[src/rtl/mem_access_stage_pkg.sv]
// Shared types and constants for the MEM pipeline stage: FSM states, funct3 load/store
// codes, writeback-select encodings and the access-size / alignment helpers.
package mem_access_stage_pkg;

   typedef enum logic {ST_IDLE = 1'b0, ST_WAIT = 1'b1} state_e;
   typedef enum logic [1:0] {SZ_BYTE = 2'b00, SZ_HALF = 2'b01, SZ_WORD = 2'b10} size_e;

   localparam logic [2:0] F3_LB  = 3'b000;
   localparam logic [2:0] F3_LH  = 3'b001;
   localparam logic [2:0] F3_LW  = 3'b010;
   localparam logic [2:0] F3_LBU = 3'b100;
   localparam logic [2:0] F3_LHU = 3'b101;
   localparam logic [2:0] F3_SB  = 3'b000;
   localparam logic [2:0] F3_SH  = 3'b001;
   localparam logic [2:0] F3_SW  = 3'b010;

   localparam logic [1:0] RES_ALU = 2'b00;
   localparam logic [1:0] RES_MEM = 2'b01;
   localparam logic [1:0] RES_PC4 = 2'b10;

   // Any funct3 that is not a defined byte/half code falls back to the word form.
   function automatic size_e access_size(input logic [2:0] f3, input logic is_store);
      size_e sz;
      sz = SZ_WORD;
      if (is_store) begin
         if (f3 == F3_SB)      sz = SZ_BYTE;
         else if (f3 == F3_SH) sz = SZ_HALF;
      end else begin
         if (f3 == F3_LB || f3 == F3_LBU)      sz = SZ_BYTE;
         else if (f3 == F3_LH || f3 == F3_LHU) sz = SZ_HALF;
      end
      return sz;
   endfunction

   function automatic logic is_misaligned(input size_e sz, input logic [1:0] addr_lo);
      logic mis;
      case (sz)
         SZ_HALF: mis = addr_lo[0];
         SZ_WORD: mis = (addr_lo != 2'b00);
         default: mis = 1'b0;
      endcase
      return mis;
   endfunction

endpackage

[src/rtl/load_store_align.sv]
// Combinational lane logic: store byte enables and lane-replicated write data,
// and load lane selection with sign/zero extension.
module load_store_align
   import mem_access_stage_pkg::*;
(
   input  logic [2:0]  i_funct3,
   input  logic [1:0]  i_addr_lo,
   input  logic        i_is_store,
   input  logic [31:0] i_store_data,
   input  logic [31:0] i_rdata,
   output logic [3:0]  o_be,
   output logic [31:0] o_wdata,
   output logic [31:0] o_load_data
);

   size_e       w_size;
   logic [31:0] w_lane;

   always_comb begin
      w_size  = access_size(i_funct3, i_is_store);
      o_be    = 4'b1111;
      o_wdata = i_store_data;
      if (i_is_store) begin
         case (w_size)
            SZ_BYTE: begin
               o_be    = 4'b0001 << i_addr_lo;
               o_wdata = {4{i_store_data[7:0]}};
            end
            SZ_HALF: begin
               o_be    = 4'b0011 << i_addr_lo;
               o_wdata = {2{i_store_data[15:0]}};
            end
            default: begin
               o_be    = 4'b1111;
               o_wdata = i_store_data;
            end
         endcase
      end
   end

   // Shift the addressed lane down to bit 0 before extension.
   always_comb begin
      w_lane = i_rdata >> {i_addr_lo, 3'b000};
      case (i_funct3)
         F3_LB:   o_load_data = {{24{w_lane[7]}}, w_lane[7:0]};
         F3_LH:   o_load_data = {{16{w_lane[15]}}, w_lane[15:0]};
         F3_LBU:  o_load_data = {24'h0, w_lane[7:0]};
         F3_LHU:  o_load_data = {16'h0, w_lane[15:0]};
         F3_LW:   o_load_data = i_rdata;
         default: o_load_data = i_rdata;
      endcase
   end

endmodule

[src/rtl/mem_access_stage.sv]
// MEM pipeline stage: drives the data-memory port, stalls on slow memory, flags
// misaligned accesses and registers the MEM/WB fields.
module mem_access_stage
   import mem_access_stage_pkg::*;
(
   input  logic        clk,
   input  logic        rst,
   input  logic        RegWriteM,
   input  logic [1:0]  ResultSrcM,
   input  logic        LoadM,
   input  logic        StoreM,
   input  logic [4:0]  RD_M,
   input  logic [31:0] PCPlus4M,
   input  logic [31:0] WriteDataM,
   input  logic [31:0] ALU_ResultM,
   input  logic [31:0] InstrM,
   output logic        dmem_req,
   output logic        dmem_we,
   output logic [31:0] dmem_addr,
   output logic [31:0] dmem_wdata,
   output logic [3:0]  dmem_be,
   input  logic [31:0] dmem_rdata,
   input  logic        dmem_ready,
   output logic        StallM,
   output logic        MisalignM,
   output logic        RegWriteW,
   output logic [1:0]  ResultSrcW,
   output logic [4:0]  RD_W,
   output logic [31:0] PCPlus4W,
   output logic [31:0] ALU_ResultW,
   output logic [31:0] ReadDataW,
   output logic        o_dbg_state
);

   // Memory handshake: a request is outstanding while dmem_req=1; it completes in the
   // first cycle dmem_ready=1. dmem_ready is ignored when dmem_req=0. While StallM=1 the
   // upstream holds every *M input stable, and the request fields stay frozen in WAIT.

   state_e      r_state, w_next_state;
   logic [2:0]  w_funct3;
   logic        w_access, w_misalign, w_misalign_hit, w_bubble, w_unused;
   logic [3:0]  w_be;
   logic [31:0] w_wdata, w_load_data;
   logic        r_we, r_misalign;
   logic [31:0] r_addr, r_wdata;
   logic [3:0]  r_be;

   assign w_funct3       = InstrM[14:12];
   assign w_access       = LoadM | StoreM;
   assign w_misalign     = w_access & is_misaligned(access_size(w_funct3, StoreM), ALU_ResultM[1:0]);
   assign w_misalign_hit = (r_state == ST_IDLE) & w_misalign;
   assign w_bubble       = StallM | w_misalign_hit;
   assign w_unused       = ^{InstrM[31:15], InstrM[11:0]};
   assign MisalignM      = r_misalign;

   load_store_align u_align (
      .i_funct3     (w_funct3),
      .i_addr_lo    (ALU_ResultM[1:0]),
      .i_is_store   (StoreM),
      .i_store_data (WriteDataM),
      .i_rdata      (dmem_rdata),
      .o_be         (w_be),
      .o_wdata      (w_wdata),
      .o_load_data  (w_load_data)
   );

   always_ff @(posedge clk) begin
      if (rst) r_state <= ST_IDLE;
      else     r_state <= w_next_state;
   end

   always_comb begin
      w_next_state = r_state;
      case (r_state)
         ST_IDLE: if (w_access && !w_misalign && !dmem_ready) w_next_state = ST_WAIT;
         ST_WAIT: if (dmem_ready) w_next_state = ST_IDLE;
         default: w_next_state = ST_IDLE;
      endcase
   end

   always_comb begin
      dmem_req    = 1'b0;
      dmem_we     = 1'b0;
      dmem_addr   = {ALU_ResultM[31:2], 2'b00};
      dmem_wdata  = w_wdata;
      dmem_be     = w_be;
      o_dbg_state = r_state;
      case (r_state)
         ST_IDLE: begin
            dmem_req = w_access & ~w_misalign;
            dmem_we  = StoreM & dmem_req;
         end
         ST_WAIT: begin
            dmem_req   = 1'b1;
            dmem_we    = r_we;
            dmem_addr  = r_addr;
            dmem_wdata = r_wdata;
            dmem_be    = r_be;
         end
         default: ;
      endcase
      StallM = dmem_req & ~dmem_ready;
   end

   // Snapshot of the request taken in IDLE, replayed while waiting.
   always_ff @(posedge clk) begin
      if (rst) begin
         r_we    <= 1'b0;
         r_addr  <= 32'h0;
         r_wdata <= 32'h0;
         r_be    <= 4'h0;
      end else if (r_state == ST_IDLE) begin
         r_we    <= StoreM;
         r_addr  <= {ALU_ResultM[31:2], 2'b00};
         r_wdata <= w_wdata;
         r_be    <= w_be;
      end
   end

   always_ff @(posedge clk) begin
      if (rst) begin
         r_misalign  <= 1'b0;
         RegWriteW   <= 1'b0;
         ResultSrcW  <= 2'b00;
         RD_W        <= 5'd0;
         PCPlus4W    <= 32'h0;
         ALU_ResultW <= 32'h0;
         ReadDataW   <= 32'h0;
      end else begin
         r_misalign <= w_misalign_hit;
         if (w_bubble) begin
            RegWriteW <= 1'b0;
         end else begin
            RegWriteW   <= RegWriteM;
            ResultSrcW  <= ResultSrcM;
            RD_W        <= RD_M;
            PCPlus4W    <= PCPlus4M;
            ALU_ResultW <= ALU_ResultM;
            ReadDataW   <= (LoadM && !StoreM) ? w_load_data : 32'h0;
         end
      end
   end

endmodule
[config.mk]
export PLATFORM = sky130hd
export DESIGN_NAME = mem_access_stage
export DESIGN_NICKNAME = d
export VERILOG_FILES = /design/src/rtl/mem_access_stage_pkg.sv /design/src/rtl/load_store_align.sv /design/src/rtl/mem_access_stage.sv
export SDC_FILE = /design/constraint.sdc
export NUM_CORES = 1
export LEC_CHECK = 0
export CAP_MARGIN = 25
export CORE_AREA = 2 2 138 140
export CTS_CLUSTER_DIAMETER = 80
export DETAILED_ROUTE_END_ITERATION = 10
export DIE_AREA = 0 0 140 142
export HOLD_SLACK_MARGIN = 0.05
export PLACE_DENSITY_LB_ADDON = 0.15
export SLEW_MARGIN = 10
export SYNTH_ARGS = -nofsm -noshare
export SYNTH_HDL_FRONTEND = slang
export SYNTH_SLANG_ARGS = --single-unit
[constraint.sdc]
create_clock -name clk -period 8.5 [get_ports clk]
set_clock_uncertainty 0.1 [all_clocks]
set_input_delay 0.85 -clock clk [delete_from_list [all_inputs] [get_ports clk]]
set_output_delay 0.85 -clock clk [all_outputs]
set_load 0.03 [all_outputs]
detail.png
Scale bar: 20 microns. Region (45, 74) to (95, 124) microns. Cells in grey, sequential cells in the stronger grey; small squares are vias.
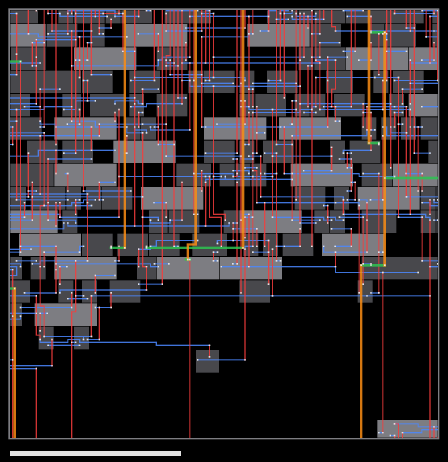
[metal 3] green
[metal 4] orange
[metal 2] red
[metal 1] blue
most frequent: clkdlybuf4s50_1 (34), dfxtp_1 (23), nand3_1 (18)
netlist names of flops here include: PCPlus4W (9), ALU_ResultW (8), r_addr (5)
cells with their middle in the window: 123
sequential cells in the window: 23

io_placement.png
Scale bar: 50 microns. Pins as bars across the die edge, other pins in grey.
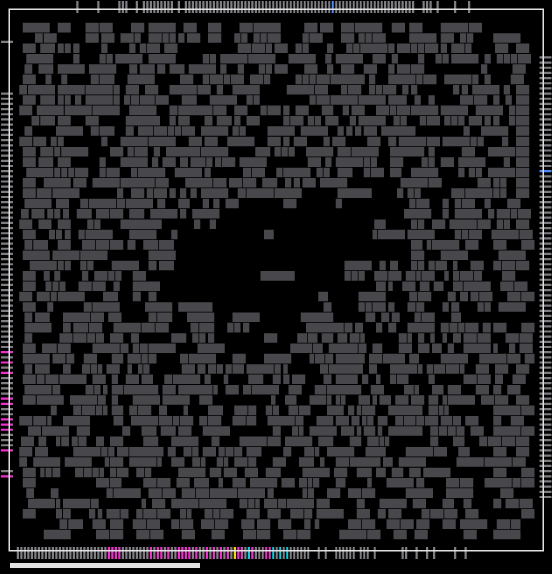
[StoreM] yellow | pins: 1 | direction: input | edge: bottom
[ResultSrcW] blue | pins: 2 | direction: output | edge: 1 right, 1 top
[dmem_be] cyan | pins: 4 | direction: output | edge: bottom
[dmem_wdata] magenta | pins: 32 | direction: output | edge: 22 bottom, 10 left
Die Ht: 142 microns
Die Wd: 140 microns
IO buf count: 320

==> job_summary.md <==
## Synthesis and layout report

| Metric | Value |
|---|---|
| Clock buffer depth | `2` |
| Clock share of power | `between 30 and 40%` |
| Outcome | `finished with violations` |
| Slew Limit Fails | `0` |
| Final min period | `5.548 ns` |
| Initial antenna violation count | `0` |
| Area Overhead vs Synth | `50.93%` |
| Kind of critical path | `primary input to output port` |
| Top Layout Cells | `clkdlybuf4s50_1 (319), dfxtp_1 (174), a21oi_1 (109), nor2b_1 (97)` |
| Post-CTS Setup Inserts | `0` |
| Chip Area, Yosys | `7634 sq um` |
| Pwr/cell area | `about 200 nW/um^2` |
| Top cells by area | `dfxtp_1 (46%), nor2b_1 (7.9%), a21oi_1 (7.1%), mux2_2 (5.9%), nand3_1 (5.5%)` |
| Worst-path clk slew | `roughly 0.07 ns` |
| Slack of the critical path | `around 3.0 ns` |
| Ports | `around 350` |
| Root Driver | `clkbuf_16` |
| #FFs+latches synth | `about 180` |
| Area of the core region | `between 15,000 and 20,000 sq um` |
| Syn nets | `1,042` |
| Non-filler instance count after layout | `1,379` |
| GRT overflow | `0` |
| Distinct cells, synth | `50` |
| Startpoint Class | `primary input` |
| DRC Markers | `21` |
| OpenROAD warnings | `57` |
| Setup WS pre-CTS | `2.972 ns` |
| First-pass GRT wire length | `37,360 microns` |
| Dominant kind of combinational cell | `AND-OR/OR-AND gates` |
| Fp util | `41.36%` |
| Worst-Margin Slew | `0.9360 ns` |
| Initial DRC count | `489` |
| Final hold vios | `0` |
| Switching fraction of total power | `31.38%` |
| Resized cells post-CTS | `0` |
| Hold-fix buffers, CTS | `0` |
| Failing checks | `design-rule violations` |
metal_density.png
Scale bar: 50 microns. 28 x 28 tiles, from dark blue (low) to red (high), scaled to the fullest tile. Values are wire area over tile area, all layers added.
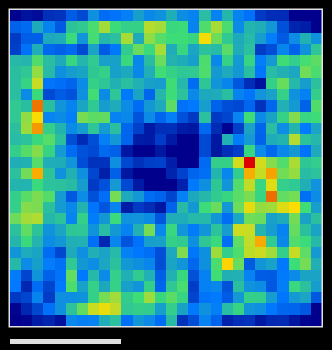
nearly empty tiles: 3.4%
mean over tiles: 0.20
tiles over half the peak: 16%
densest ninth of the die: middle right
emptiest ninth of the die: centre
WL/cell: 17.53 microns
DR vias: 7,330
Total GRT Usage: 23.36%
routed wire length: 24,170 microns

==> registers in the layout (all words and copies together) (netlist names) <==
register     count
ResultSrcW       2
r_wdata         32
RD_W             5
r_addr          32
r_we             1
MisalignM        1
o_dbg_state      1
r_be             4
ReadDataW       32
ALU_ResultW     32
PCPlus4W        32
RegWriteW        1
==> logic make-up after synthesis <==
| kind of cell | after synthesis |
|---|---|
| multiplexers | 57 |
| AND/OR/NAND/NOR | 268 |
| adder cells (fa/ha/maj) | 3 |
| AND-OR/OR-AND | 263 |
| flip-flops | 175 |
| buffers and inverters | 100 |
==> routing by layer <==
| metal | vias to the layer above | global-route usage (%) | routed length, microns | share of wire (%) |
|---|---|---|---|---|
| met5 | - | 0 | 0 | 0 |
| met4 | 0 | 8.453 | 572 | 2.4 |
| met3 | 39 | 7.100 | 2118 | 8.8 |
| met2 | 257 | 38.45 | 11420 | 47 |
| met1 | 3435 | 29.16 | 10060 | 42 |
| li1 | 3599 | - | - | - |
==> worst max-delay path: stages <==
cell             delay [ns]
clkdlybuf4s50_1        0.96
a21oi_1                0.26
nand2_1                0.19
inv_1                  0.06
ha_1                   0.38
o21ai_2                0.46
buf_4                  0.36
mux2i_1                0.11
o21ai_0                0.22
clkdlybuf4s50_1        0.73
==> cells in the mapped netlist (all sizes together) <==
master / count
a2111oi: 1
nand3: 85
mux4: 1
o22ai: 3
a22o: 12
nor3b: 1
dfxtp: 175
nor3: 6
nor2: 14
clkbuf: 50
or2: 1
a41oi: 1
buf: 34
or3: 2
mux2i: 15
nand2b: 24
and3: 4
nand2: 30
o31a: 1
and2: 2
o2bb2ai: 1
a21o: 1
and3b: 1
a21oi: 109
clkinv: 2
o21ai: 85
inv: 14
a31o: 1
o221ai: 7
o21bai: 1
o31ai: 1
mux2: 41
or4b: 1
a31oi: 6
a211oi: 8
o211ai: 4
a221oi: 4
a32o: 16
ha: 3
nor2b: 97
o21a: 1
==> area by class of cell <==
class	instances	area [sq um]
Clock buffer	18	439.2
Clock inverter	14	166.4
Fill cell	1677	6934
Inverter	16	60.06
Multi-Input combinational cell	591	3752
Sequential cell	175	3507
Tap cell	234	292.8
Timing Repair Buffer	331	3303
==> per-stage QoR <==
stage	total power, mW	instance area, sq um
after detailed placement	1.472	10890
after CTS	2.280	11490
final	2.260	11520
after global placement	1.469	10890
after floorplan	1.227	7634
after global routing	2.348	11520
==> final timing paths <==
kind,endpoint,cells past startpoint,from,slack (ns)
hold / removal,r_we,2,r_we,0.36
hold reg to reg,r_we,2,r_we,0.36
setup / recovery,dmem_wdata[20],10,StoreM,2.95
setup reg to reg,ReadDataW[13],6,o_dbg_state,5.90
==> power by group through the flow <==
stage | combinational [mW] | sequential, mW | clock, mW
2_1_floorplan | 0.256 | 0.970 | 0
3_3_place_gp | 0.549 | 0.920 | 0
3_5_place_dp | 0.551 | 0.922 | 0
4_1_cts | 0.554 | 0.903 | 0.823
5_1_grt | 0.595 | 0.903 | 0.851
6_report | 0.559 | 0.896 | 0.805
Power is estimated from default activity; no workload was simulated.
